===== config.mk =====
export PLATFORM = sky130hd
export DESIGN_NAME = addsub_seq_unit
export DESIGN_NICKNAME = d
export VERILOG_FILES = /design/src/rtl/addsub_seq_unit.sv
export SDC_FILE = /design/constraint.sdc
export NUM_CORES = 1
export LEC_CHECK = 0
export ABC_AREA = 1
export CAP_MARGIN = 20
export CORE_MARGIN = 5
export CORE_UTILIZATION = 40
export CTS_CLUSTER_SIZE = 10
export DETAILED_ROUTE_END_ITERATION = 10
export PLACE_DENSITY = 0.7
export SLEW_MARGIN = 5
export SYNTH_ARGS = -nofsm -noshare
export SYNTH_HDL_FRONTEND = slang
export SYNTH_SLANG_ARGS = --single-unit
export TNS_END_PERCENT = 50

===== constraint.sdc =====
create_clock -name clk -period 7.5 [get_ports clk]
set_input_delay 1.5 -clock clk [delete_from_list [all_inputs] [get_ports clk]]
set_output_delay 1.5 -clock clk [all_outputs]
set_load 0.01 [all_outputs]

===== src/rtl/addsub_seq_unit.sv =====
// Multi-cycle adder/subtractor: CHUNK bits per clock, LSB-first, registered carry chain.
// Optional result saturation on signed overflow is built when ADDSUB_SAT_EN is defined.
module addsub_seq_unit #(
    parameter int WIDTH = 32,
    parameter int CHUNK = 8
) (
    input  logic             clk,
    input  logic             reset,
    input  logic             start,
    input  logic             mode,
    input  logic [WIDTH-1:0] a,
    input  logic [WIDTH-1:0] b,
    input  logic             carry_in,
    output logic             busy,
    output logic             done,
    output logic [WIDTH-1:0] result,
    output logic             carry_out,
    output logic             overflow,
    output logic             zero,
    output logic [1:0]       fsm_state
);

    localparam int N  = WIDTH / CHUNK;
    localparam int CW = (N > 1) ? $clog2(N) : 1;

    typedef enum logic [1:0] {
        IDLE = 2'd0,
        RUN  = 2'd1,
        DONE = 2'd2
    } state_t;

    state_t            state;
    logic [WIDTH-1:0]  a_q;
    logic [WIDTH-1:0]  b_q;
    logic [WIDTH-1:0]  work;
    logic              carry_q;
    logic [CW-1:0]     cnt;

    logic [CHUNK:0]    chunk_sum;
    logic [WIDTH-1:0]  raw;
    logic [WIDTH-1:0]  final_res;
    logic              ovf;
    logic              last;

    assign fsm_state = state;
    assign last      = (cnt == CW'(N - 1));

    // raw is the full word as it will look once the current chunk is written.
    always_comb begin
        chunk_sum = {1'b0, a_q[int'(cnt) * CHUNK +: CHUNK]}
                  + {1'b0, b_q[int'(cnt) * CHUNK +: CHUNK]}
                  + {{CHUNK{1'b0}}, carry_q};
        raw = work;
        raw[int'(cnt) * CHUNK +: CHUNK] = chunk_sum[CHUNK-1:0];
        ovf = (a_q[WIDTH-1] == b_q[WIDTH-1]) && (raw[WIDTH-1] != a_q[WIDTH-1]);
`ifdef ADDSUB_SAT_EN
        if (ovf)
            final_res = a_q[WIDTH-1] ? {1'b1, {(WIDTH-1){1'b0}}}
                                     : {1'b0, {(WIDTH-1){1'b1}}};
        else
            final_res = raw;
`else
        final_res = raw;
`endif
    end

    always_ff @(posedge clk or posedge reset) begin
        if (reset) begin
            state     <= IDLE;
            a_q       <= '0;
            b_q       <= '0;
            work      <= '0;
            carry_q   <= 1'b0;
            cnt       <= '0;
            busy      <= 1'b0;
            done      <= 1'b0;
            result    <= '0;
            carry_out <= 1'b0;
            overflow  <= 1'b0;
            zero      <= 1'b0;
        end else begin
            case (state)
                RUN: begin
                    work    <= raw;
                    carry_q <= chunk_sum[CHUNK];
                    if (last) begin
                        result    <= final_res;
                        carry_out <= chunk_sum[CHUNK];
                        overflow  <= ovf;
                        zero      <= (final_res == '0);
                        busy      <= 1'b0;
                        done      <= 1'b1;
                        state     <= DONE;
                    end else begin
                        cnt <= cnt + 1'b1;
                    end
                end
                // IDLE and DONE both accept a new request; DONE gives back-to-back issue.
                default: begin
                    done <= 1'b0;
                    if (start) begin
                        a_q     <= a;
                        b_q     <= mode ? ~b : b;
                        carry_q <= carry_in;
                        work    <= '0;
                        cnt     <= '0;
                        busy    <= 1'b1;
                        state   <= RUN;
                    end else begin
                        state <= IDLE;
                    end
                end
            endcase
        end
    end

endmodule


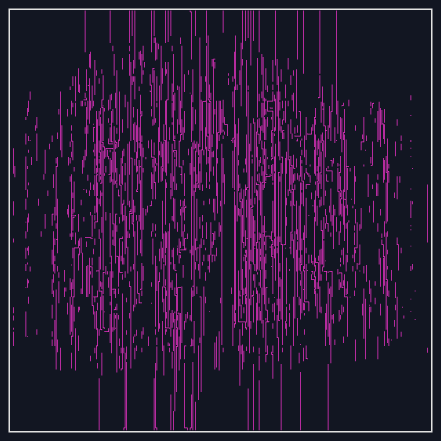
**Above:** the metal 2 layer.
(3 px per µm)
The wires run mostly vertical. The layer holds 47% of the routed length. 785 nets have wire on it. The longest straight run is 67.0 µm.

==> GITHUB_STEP_SUMMARY <==
### Flow metrics

| Metric | Value |
|---|---|
| Clkbuf count | `26` |
| Sequential power share | `29.9%` |
| RSZ-0062 raised after global routing | `no` |
| Mean Syn Cell Area | `8.00 µm²` |
| Cell family with most CP delay | `simple AND/OR/NAND/NOR gates` |
| Yosys warns | `0` |
| Crit Path Max Fanout | `50` |
| Placed cell area | `8000 µm²` |
| Dominant kind of cell by area | `flip-flops and latches` |
| Hpwl dp | `12400 µm` |
| Num rows | `47` |
| Dominant cell area share | `50.5%` |
| Post-route insts no fill | `1172` |
| Clock sinks | `137` |
| Gate Area | `2970 µm²` |
| Comb pwr | `2.06 mW` |
| Seq power | `1.22 mW` |
| Critical Path Start | `cnt[0]$_DFFE_PP0P_` |
| Achievable Freq | `254 MHz` |
| Post-synth seq share | `50.5%` |
| WHS Endpoint | `result[7]$_DFFE_PP0P_` |
| Num CTS Buffers | `17` |
| R2R Setup Slk | `3570 ps` |
| #FFs+latches synth | `137` |
| Logic pwr share | `50.6%` |
| OpenROAD warning count | `31` |
| Hold Crit Start | `result[7]$_DFFE_PP0P_` |
| Clk slew on worst S/H paths | `60 ps` |
| First-pass GRT wire length | `28800 µm` |
| Final core utilization | `51.5%` |
| Final Cycle Share | `52.4%` |
| Port Buffers | `107` |
| CP bufs+invs | `2` |
| Clock share of power | `19.5%` |
| Vias per Instance | `5.00` |
| Core area | `16600 µm²` |
| VDD IR-drop max | `203 µV` |
| Run status | `finished clean` |
| Worst-margin pin slew | `1040 ps` |
| Slew headroom | `30.9%` |
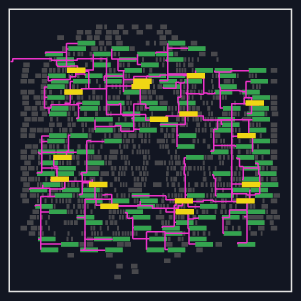
**Above:** clock wires, drivers and flops.
(2 px per µm)
Key: flip-flops = green [count 137]; clock wires = magenta [length 1690 µm]; clock-net drivers = yellow [count 17]
There are 18 routed clock nets.

-- logic make-up after synthesis --
group,count (synthesis),synth area share [%]
AND-OR/OR-AND,150,12.2
XOR/XNOR,32,4.13
adder cells (fa/ha/maj),15,2.98
buffers and inverters,100,5.91
flip-flops,137,50.5
AND/OR/NAND/NOR,415,24.4
-- state kept, by name, indices dropped and copies added (netlist names) --
register and cells:
result 32, zero 1, busy 1, carry_q 1
carry_out 1, overflow 1, done 1, b_q 32
a_q 32, work 32, fsm_state 1, cnt 2
-- routing by layer --
metal	track usage [%]	vias to the layer above	routed length (µm)
li1	-	2909	-
met1	24.0	2768	8040
met2	29.7	160	8300
met3	4.50	25	937
met4	4.84	0	279
met5	0	-	0
-- tightest hold or removal path: cells and delay by family, from the launching register on --
family | cells | cell delay (ps)
simple gates | 2 | 100
flops | 1 | 340
No activity file was given, so power comes from the tool's default toggle rates.
